File: src/rtl/tdm_demux_pkg.sv
// Shared types and width helpers for the TDM demultiplexer.
// Optional build macro: TDM_DEMUX_PARITY_EN adds a trailing even-parity bit to each slot.
package tdm_demux_pkg;

  typedef enum logic [0:0] {
    StHunt,
    StRun
  } state_e;

`ifdef TDM_DEMUX_PARITY_EN
  localparam int unsigned ParityBits = 1;
`else
  localparam int unsigned ParityBits = 0;
`endif

  // Bit counter must hold 0..SLOT_W (covers the extra parity position).
  function automatic int unsigned bit_cnt_w(input int unsigned slot_w);
    return $clog2(slot_w + 1);
  endfunction

  function automatic int unsigned slot_cnt_w(input int unsigned num_ch);
    return (num_ch > 1) ? $clog2(num_ch) : 1;
  endfunction

endpackage

File: src/rtl/tdm_slot_deser.sv
// Slot deserializer: MSB-first shift register plus in-slot bit counter.
// word presents the completed slot combinationally on the cycle of its last bit.
module tdm_slot_deser #(
  parameter int unsigned SLOT_LEN = 8,
  parameter int unsigned CNT_W    = 4
) (
  input  logic                clk,
  input  logic                rst_n,
  input  logic                shift_en,
  input  logic                restart,
  input  logic                din,
  output logic [SLOT_LEN-1:0] word,
  output logic [CNT_W-1:0]    bit_cnt,
  output logic                word_done
);

  localparam int unsigned SregW = SLOT_LEN - 1;
  localparam logic [CNT_W-1:0] LastBit = CNT_W'(SLOT_LEN - 1);

  logic [SregW-1:0] sreg_q;
  logic [CNT_W-1:0] cnt_q;

  // Assemble the word including the bit being shifted in this cycle.
  always_comb begin
    word      = {sreg_q, din};
    bit_cnt   = cnt_q;
    word_done = shift_en && !restart && (cnt_q == LastBit);
  end

  // Shift register and bit counter; restart makes this bit bit 0 of a new slot.
  always_ff @(posedge clk or negedge rst_n) begin
    if (!rst_n) begin
      sreg_q <= '0;
      cnt_q  <= '0;
    end else if (shift_en) begin
      if (restart) begin
        sreg_q <= SregW'(din);
        cnt_q  <= CNT_W'(1);
      end else begin
        sreg_q <= word[SregW-1:0];
        cnt_q  <= (cnt_q == LastBit) ? '0 : cnt_q + CNT_W'(1);
      end
    end
  end

endmodule

File: src/rtl/tdm_demux.sv
// TDM demultiplexer top: frame-lock FSM, slot counter and registered channel outputs.
// Optional build macro: TDM_DEMUX_PARITY_EN (adds parity_err port, slot length SLOT_W+1).
module tdm_demux
  import tdm_demux_pkg::*;
#(
  parameter int unsigned NUM_CH = 4,
  parameter int unsigned SLOT_W = 8
) (
  input  logic                     clk,
  input  logic                     rst_n,
  input  logic                     bit_en,
  input  logic                     ser_in,
  input  logic                     frame_sync,
  output logic [NUM_CH*SLOT_W-1:0] ch_data,
  output logic [NUM_CH-1:0]        ch_valid,
  output logic                     frame_done,
  output logic                     frame_err,
  output logic                     locked
`ifdef TDM_DEMUX_PARITY_EN
  ,
  output logic                     parity_err
`endif
);

  localparam int unsigned SLOT_LEN   = SLOT_W + ParityBits;
  localparam int unsigned BIT_CNT_W  = bit_cnt_w(SLOT_W);
  localparam int unsigned SLOT_CNT_W = slot_cnt_w(NUM_CH);
  localparam logic [SLOT_CNT_W-1:0] LastSlot = SLOT_CNT_W'(NUM_CH - 1);

  state_e                  state_q, state_d;
  logic [SLOT_CNT_W-1:0]   slot_cnt_q, slot_cnt_d;
  logic                    shift_en, restart, frame_err_d;
  logic [SLOT_LEN-1:0]     word;
  logic [BIT_CNT_W-1:0]    bit_cnt;
  logic                    word_done;
  logic [SLOT_W-1:0]       data_word;
  logic                    parity_ok;

  logic [NUM_CH*SLOT_W-1:0] ch_data_q, ch_data_d;
  logic [NUM_CH-1:0]        ch_valid_q, ch_valid_d;
  logic                     frame_done_q, frame_done_d;
  logic                     frame_err_q;
  logic                     parity_err_q, parity_err_d;

  tdm_slot_deser #(
    .SLOT_LEN (SLOT_LEN),
    .CNT_W    (BIT_CNT_W)
  ) u_deser (
    .clk       (clk),
    .rst_n     (rst_n),
    .shift_en  (shift_en),
    .restart   (restart),
    .din       (ser_in),
    .word      (word),
    .bit_cnt   (bit_cnt),
    .word_done (word_done)
  );

  assign data_word = word[SLOT_LEN-1 -: SLOT_W];
`ifdef TDM_DEMUX_PARITY_EN
  assign parity_ok = ~^word;
`else
  assign parity_ok = 1'b1;
`endif

  // Frame-lock FSM: next state, slot counter and deserializer control.
  always_comb begin
    state_d     = state_q;
    slot_cnt_d  = slot_cnt_q;
    shift_en    = 1'b0;
    restart     = 1'b0;
    frame_err_d = 1'b0;
    unique case (state_q)
      StHunt: begin
        if (bit_en && frame_sync) begin
          shift_en   = 1'b1;
          restart    = 1'b1;
          slot_cnt_d = '0;
          state_d    = StRun;
        end
      end
      StRun: begin
        if (bit_en) begin
          if ((slot_cnt_q == '0) && (bit_cnt == '0)) begin
            // Frame boundary: sync is mandatory here, otherwise lock is lost.
            if (frame_sync) begin
              shift_en = 1'b1;
            end else begin
              frame_err_d = 1'b1;
              state_d     = StHunt;
            end
          end else if (frame_sync) begin
            // Early sync: drop the partial slot and resync on this bit.
            frame_err_d = 1'b1;
            shift_en    = 1'b1;
            restart     = 1'b1;
            slot_cnt_d  = '0;
          end else begin
            shift_en = 1'b1;
            if (word_done) begin
              slot_cnt_d = (slot_cnt_q == LastSlot) ? '0 : slot_cnt_q + SLOT_CNT_W'(1);
            end
          end
        end
      end
      default: state_d = StHunt;
    endcase
  end

  // Channel update on slot completion; parity failure suppresses the update.
  always_comb begin
    ch_data_d    = ch_data_q;
    ch_valid_d   = '0;
    frame_done_d = word_done && (slot_cnt_q == LastSlot);
    parity_err_d = word_done && !parity_ok;
    if (word_done && parity_ok) begin
      for (int unsigned k = 0; k < NUM_CH; k++) begin
        if (slot_cnt_q == SLOT_CNT_W'(k)) begin
          ch_valid_d[k]                = 1'b1;
          ch_data_d[k*SLOT_W +: SLOT_W] = data_word;
        end
      end
    end
  end

  // State and output registers.
  always_ff @(posedge clk or negedge rst_n) begin
    if (!rst_n) begin
      state_q      <= StHunt;
      slot_cnt_q   <= '0;
      ch_data_q    <= '0;
      ch_valid_q   <= '0;
      frame_done_q <= 1'b0;
      frame_err_q  <= 1'b0;
      parity_err_q <= 1'b0;
    end else begin
      state_q      <= state_d;
      slot_cnt_q   <= slot_cnt_d;
      ch_data_q    <= ch_data_d;
      ch_valid_q   <= ch_valid_d;
      frame_done_q <= frame_done_d;
      frame_err_q  <= frame_err_d;
      parity_err_q <= parity_err_d;
    end
  end

  assign ch_data    = ch_data_q;
  assign ch_valid   = ch_valid_q;
  assign frame_done = frame_done_q;
  assign frame_err  = frame_err_q;
  assign locked     = (state_q == StRun);
`ifdef TDM_DEMUX_PARITY_EN
  assign parity_err = parity_err_q;
`else
  logic unused_parity;
  assign unused_parity = parity_err_q;
`endif

endmodule

File: config.mk
export PLATFORM = sky130hd
export DESIGN_NAME = tdm_demux
export DESIGN_NICKNAME = d
export VERILOG_FILES = /design/src/rtl/tdm_demux_pkg.sv /design/src/rtl/tdm_slot_deser.sv /design/src/rtl/tdm_demux.sv
export SDC_FILE = /design/constraint.sdc
export NUM_CORES = 1
export LEC_CHECK = 0
export ABC_AREA = 0
export CAP_MARGIN = 20
export CORE_ASPECT_RATIO = 1.4
export CORE_UTILIZATION = 50
export CTS_CLUSTER_DIAMETER = 50
export DETAILED_ROUTE_END_ITERATION = 6
export PLACE_DENSITY = 0.86
export REMOVE_ABC_BUFFERS = 1
export SYNTH_ARGS = -nofsm -noshare
export SYNTH_HDL_FRONTEND = slang
export SYNTH_HIERARCHICAL = 1
export SYNTH_SLANG_ARGS = --single-unit
File: constraint.sdc
create_clock -name clk -period 3 [get_ports clk]
set_input_delay 0.6 -clock clk [delete_from_list [all_inputs] [get_ports clk]]
set_output_delay 0.6 -clock clk [all_outputs]
set_load 0.02 [all_outputs]
==> COMMIT_EDITMSG, run 1 <==
Refresh implementation metrics

- The flow ran to the end, but the final reports show violations.
* Violated checks: DRC
- Setup TNS: 0 ns
- Largest clock skew in the final design: just under 0.006 ns
- Global placer's final weighted congestion: approximately 0.8
- Post-synthesis, Yosys gives the total cell area as around 0.0022 sq mm.
- Post-synthesis register bit count: roughly 50
- Cell-by-cell trace of the critical path: nor4_2 -> and2_1 -> inv_1 -> ha_1 -> mux2i_1 -> nor2_1 -> nor2b_4 -> and4_4 -> a21oi_2 -> a311o_1 -> mux2_2
- The via count of the first global-routing pass is 1346.
- The floorplan step defined a core boundary enclosing between 0.004 and 0.005 sq mm.
- The first global-routing pass estimated about 6600 um of wire.
- Per the power-grid run, VDD falls by no more than roughly 0.38 mV.
* Top area contributor share: between 50% and 60%
- Power comes to around 1.8 mW.
- Yosys instantiated no cell more often than sky130_fd_sc_hd__dfrtp_1.
- Kind of capture point of the worst setup path: flop
- Floorplan row count: 28
- For reference, the final report shows the max-slew violation count at 0.
* Portion of the clock cycle consumed by the worst path in the final layout: between 90% and 100%
- On the worst path, the slowest cell contributes a delay of between 0.4 and 0.5 ns.
* Worst EP arrival: roughly 2.9 ns
- After detailed placement, the total cell area comes to ~0.0026 sq mm.
- Hpwl dp: between 2000 and 3000 um
* Cell family with the largest share of critical-path delay: simple AND/OR/NAND/NOR gates
- Least-Margin Pin Slew: between 0.4 and 0.5 ns
* Clock root cell: sky130_fd_sc_hd__clkbuf_8
- Maximum level of the CTS H-tree: 2
- The most used flip-flop cell after synthesis is sky130_fd_sc_hd__dfrtp_1.
- Source-to-sink clock delay at the later pin of the worst-skew pair: about 0.30 ns
- The floorplan step set the die height to ~80 um.
* Inserted Clock Buffers: 5
* Maximum number of pins on one net before global-route repair: 32
* Maximum clock insertion buffer count: 2
- The violation tally recorded at the end of detailed-routing iteration 0 is 53.
- Static Leak: around 1.3 nW
- In the routed design, unresolved DRC markers number 7.
==> run 1: per-layer routing <==
| metal | routed length, um | up-vias | track usage [%] | share of wire, % |
|---|---|---|---|---|
| li1 | - | 642 | - | - |
| met1 | 1700 | 700 | 24.8 | 43 |
| met2 | 1990 | 39 | 31.4 | 51 |
| met3 | 169 | 7 | 4.86 | 4.3 |
| met4 | 57 | 0 | 6.43 | 1.5 |
| met5 | 0 | - | 0 | 0 |
==> run 1: sequential cells by signal, summed over array words and instances, names as in the netlist <==
register / cells
slot_cnt_q: 2
u_deser/bit_cnt: 4
locked: 1
ch_valid: 4
u_deser/sreg_q: 7
ch_data: 32
frame_err: 1
==> run 1: where the power goes <==
| group | internal (mW) | leakage [nW] | switching [mW] | total, mW |
|---|---|---|---|---|
| Sequential | 0.798 | 0.686 | 0.113 | 0.911 |
| Combinational | 0.233 | 0.607 | 0.220 | 0.453 |
| Clock | 0.189 | 0.0484 | 0.217 | 0.407 |
==> run 1: cells in the final DEF (no fill, tap or decap) <==
cell,netlist,routed
sky130_fd_sc_hd__a2111oi_2,1,1
sky130_fd_sc_hd__a211oi_1,1,1
sky130_fd_sc_hd__a211oi_2,1,1
sky130_fd_sc_hd__a21oi_1,1,1
sky130_fd_sc_hd__a21oi_2,1,1
sky130_fd_sc_hd__a22o_1,1,1
sky130_fd_sc_hd__a311o_1,1,1
sky130_fd_sc_hd__a31oi_1,1,1
sky130_fd_sc_hd__and2_1,1,1
sky130_fd_sc_hd__and4_4,1,1
sky130_fd_sc_hd__buf_2,0,1
sky130_fd_sc_hd__buf_4,2,6
sky130_fd_sc_hd__clkbuf_1,1,1
sky130_fd_sc_hd__clkbuf_8,0,6
sky130_fd_sc_hd__clkdlybuf4s50_1,0,42
sky130_fd_sc_hd__clkinv_4,0,1
sky130_fd_sc_hd__dfrtp_1,51,51
sky130_fd_sc_hd__ha_1,7,7
sky130_fd_sc_hd__inv_1,19,19
sky130_fd_sc_hd__mux2_2,34,34
sky130_fd_sc_hd__mux2i_1,2,2
sky130_fd_sc_hd__nand2_1,4,4
sky130_fd_sc_hd__nand2_2,4,4
sky130_fd_sc_hd__nand3_1,1,1
sky130_fd_sc_hd__nand3b_1,5,5
sky130_fd_sc_hd__nor2_1,4,4
sky130_fd_sc_hd__nor2b_4,1,1
sky130_fd_sc_hd__nor3b_1,1,1
sky130_fd_sc_hd__nor4_2,1,1
sky130_fd_sc_hd__o21a_1,1,1
sky130_fd_sc_hd__o21ai_0,7,7
sky130_fd_sc_hd__o22ai_1,2,2
==> run 1: area by class of cell <==
type                            instances  area, sq um
Clock inverter                          1         8.76
Tap cell                               45         56.3
Multi-Input combinational cell         84          768
Clock buffer                            7         86.3
Fill cell                             329         1470
Sequential cell                        51         1280
Timing Repair Buffer                   49          470
Inverter                               19         71.3
==> run 1: through the flow <==
stage                     cells  utilization [%]
final                       256             65.1
after global routing        256             65.1
after CTS                   256             65.1
after detailed placement    248             62.9
after global placement      248             62.9
after floorplan             154                -
==> run 1: cells by family after synthesis <==
group	share of synthesized area, %
AND-OR/OR-AND	5.94
buffers and inverters	5.71
adder cells (fa/ha/maj)	4.04
AND/OR/NAND/NOR	6.87
multiplexers	18.6
flip-flops	58.9
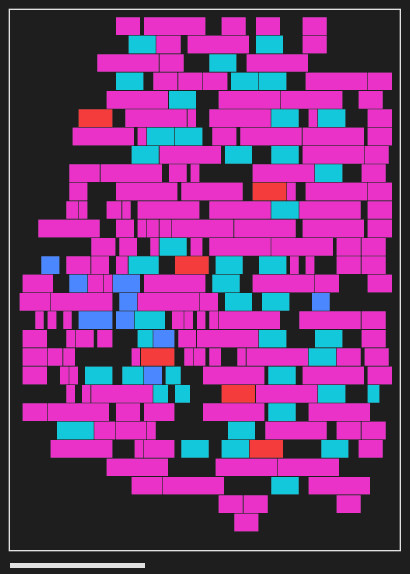
run_1/sizing.png
Scale bar: 20 um.
colour	size	cells	share
magenta	x1 and smaller	153	73%
red	x6 and larger	6	2.8%
blue	x3 and x4	9	4.3%
cyan	x2	43	20%

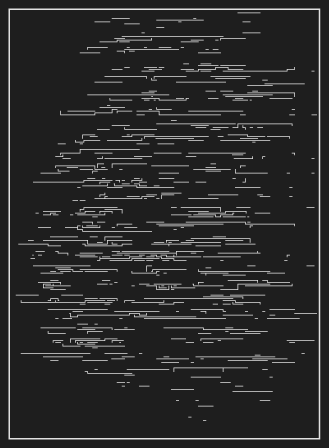
run_1/m1.png
main direction	horizontal
longest straight run	18.9 um

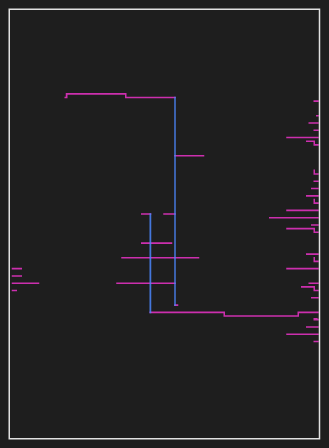
run_1/layers.png
Only two layers are drawn.
colour	layer	wire length
blue	M4	57.1 um
magenta	M3	169 um
WL/cell: 15.3 um
number of vias in the routed layout: 1388
total routing resource utilization after global routing: 19.2%
Post-Route WL: 3910 um

run_1/m2.png
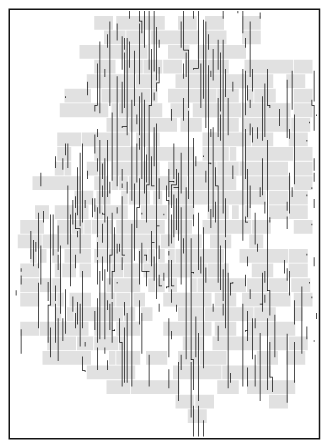

==> inputs of run 2 (changes only) <==
--- a/config.mk
+++ b/config.mk
@@ -15,5 +15,4 @@
 export REMOVE_ABC_BUFFERS = 1
 export SYNTH_ARGS = -nofsm -noshare
 export SYNTH_HDL_FRONTEND = slang
-export SYNTH_HIERARCHICAL = 1
 export SYNTH_SLANG_ARGS = --single-unit
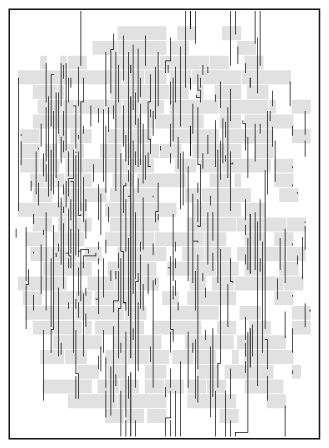
run_2/m2.png
longest straight run	48.3 um
share of all routed wire	53%
nets with wire on the layer	191

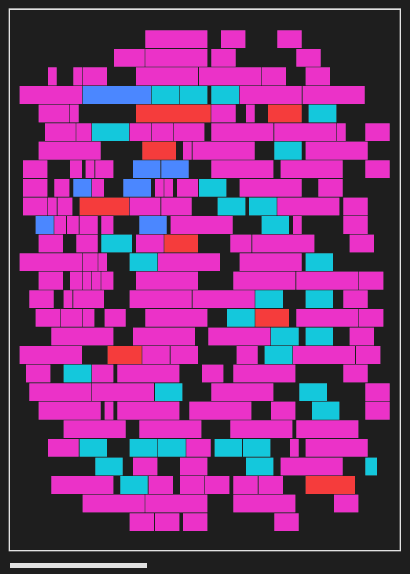
run_2/sizing.png
Scale bar: 20 um.
colour	size	cells	share
red	x6 and larger	8	4.1%
magenta	x1 and smaller	147	76%
blue	x3 and x4	7	3.6%
cyan	x2	32	16%
final critical-path setup slack: 0.501 ns
count of plain and timing-repair buffers: 46
area delta synth->final: 28.3%

==> run 2 against run 1 <==
Compared with the run above: the run still ends with DRC left; flip-flop count stayed put; clock power is about 10% higher; sequential share of layout area is 0.26 points higher; synthesized area is 2.1% lower; via count is 5.6% lower; worst setup slack better by 0.25 ns; final cell count is 7.4% lower; combinational power is 11% lower; sequential power is 3.3% lower; critical path depth is 2 lower; clock-buffer cell count is 1 lower; synthesized cell count is 10% lower.
==> COMMIT_EDITMSG, run 2 <==
Refresh implementation metrics

* Comb pwr share: a little under a quarter
* Most common logic cell in the routed design: sky130_fd_sc_hd__dfrtp_1
- Internal power consumption: between 1 and 1.5 mW
- The final reports fail on DRC.
- Per the synth stats, the flop cell with the highest instance count is sky130_fd_sc_hd__dfrtp_1.
* Maximum clock insertion buffer count: 2
- Worst EP arrival: 2.68 ns
- Summed over all cells, the static leakage comes to 1.39 nW.
* Global placer's final weighted congestion: roughly 0.74
- The later pin in the worst-skew pair is clocked with a latency of about 0.30 ns.
- In the routed design, unresolved DRC markers number 8.
* Outcome: finished, violations left
* Post-Route WL: between 4000 and 5000 um
- Number of global-route vias before repair: approximately 1300
* Tot Pwr: around 1.7 mW
- The highest supply drop recorded on VDD is about 0.4 mV.
* Total placed instance area: roughly 0.0026 sq mm
- The power report puts the net switching power at between 0.5 and 0.6 mW.
- Number of flip-flops under the largest register name: 32
* Library cell with the highest instance count after synthesis: sky130_fd_sc_hd__dfrtp_1
- On the final layout, the worst clock skew is 0.00628 ns.
* Clock root cell: sky130_fd_sc_hd__clkbuf_8
- Cell-by-cell trace of the critical path: inv_1 -> ha_1 -> and4bb_2 -> inv_1 -> ha_1 -> nand4bb_4 -> nor2_8 -> nand2_4 -> mux2_1
- Per the detail_route report, the via count comes to 1310.
- Kind of capture point of the worst setup path: flop
- Flop pwr share: ~51%
- The transition time recorded at the tightest slew-check pin is between 0.3 and 0.4 ns.
* WL/cell: approximately 17 um
* YS chip area: around 0.0021 sq mm
- In this run the core area contains 27 standard-cell rows.
- Summed over its instances, the top area cell type makes up between 60% and 70% of the synthesized netlist area.
- Summed over all routing layers, the global router reports a total usage of 20.0%.
## run 2: cell count changes in the layout (fill, tap and decap cells not counted), sizes merged, moves of 2 or more
cell	before	now
inv	19	10
a211oi	2	0
nand3b	5	1
mux2i	2	0
o21ai	7	4
o22ai	2	0
a22o	1	9
buf	7	4
## run 2: per-layer routing
| layer | GRT usage [%] | up-vias | share of wire (%) |
|---|---|---|---|
| met5 | 0 | - | 0 |
| met4 | 5.12 | 0 | 1.1 |
| met3 | 4.40 | 5 | 3.9 |
| met2 | 33.6 | 30 | 53 |
| met1 | 26.2 | 673 | 42 |
| li1 | - | 602 | - |
## run 2: final timing paths
check,startpoint,endpoint,slack (ns)
max,slot_cnt_q[0]$_DFFE_PN0P_,ch_data[20]$_DFFE_PN0P_,0.50
min,rst_n,ch_valid[2]$_DFF_PN0_,0.18
max reg2reg,slot_cnt_q[0]$_DFFE_PN0P_,ch_data[20]$_DFFE_PN0P_,0.50
min reg2reg,u_deser.bit_cnt[3]$_DFFE_PN0P_,u_deser.bit_cnt[3]$_DFFE_PN0P_,0.50
max in group asynchronous,rst_n,ch_data[8]$_DFFE_PN0P_,2.32
min in group clk,u_deser.bit_cnt[3]$_DFFE_PN0P_,u_deser.bit_cnt[3]$_DFFE_PN0P_,0.50
## run 2: area by class of cell
type | count | area, sq um | share of cell area (%)
clock buffer | 6 | 72.6 | 2.67
clock inverter | 1 | 30.0 | 1.10
inverter | 10 | 37.5 | 1.38
multi-input combinational | 80 | 792 | 29.1
sequential | 51 | 1280 | 46.9
tap | 43 | 53.8 | 1.98
timing repair buffer | 46 | 460 | 16.9
## run 2: power groups by stage
stage	Clock (mW)	Combinational, mW	Sequential (mW)
after CTS	0.463	0.403	0.884
after global placement	0	0.380	0.884
after detailed placement	0	0.398	0.895
final	0.449	0.402	0.881
after global routing	0.493	0.443	0.898
after floorplan	0	0.204	0.904
## run 2: kinds of logic after synthesis
kind of cell    Yosys count  synth area share (%)
mux                      33                  17.5
buf+inv                  13                  2.54
simple gates             20                  8.67
compound gates           19                  6.43
fa+ha+maj                 8                  4.72
flops                    51                  60.1
## run 2: metrics by stage
stage / instances / utilization, %
6_report: 237 / 68.3
4_1_cts: 236 / 67.8
5_1_grt: 237 / 68.3
3_5_place_dp: 229 / 65.2
3_3_place_gp: 229 / 65.2
2_1_floorplan: 141 / -
## run 2: critical path: cells and delay by family (launching register included)
family,cells,cell delay [ns]
and+or+nand+nor,4,0.98
buffers and inverters,2,0.18
adders and majority gates,2,0.43
muxes,1,0.34
DFF,1,0.44
Power figures rest on the tool's default switching activity, not on a simulated workload.
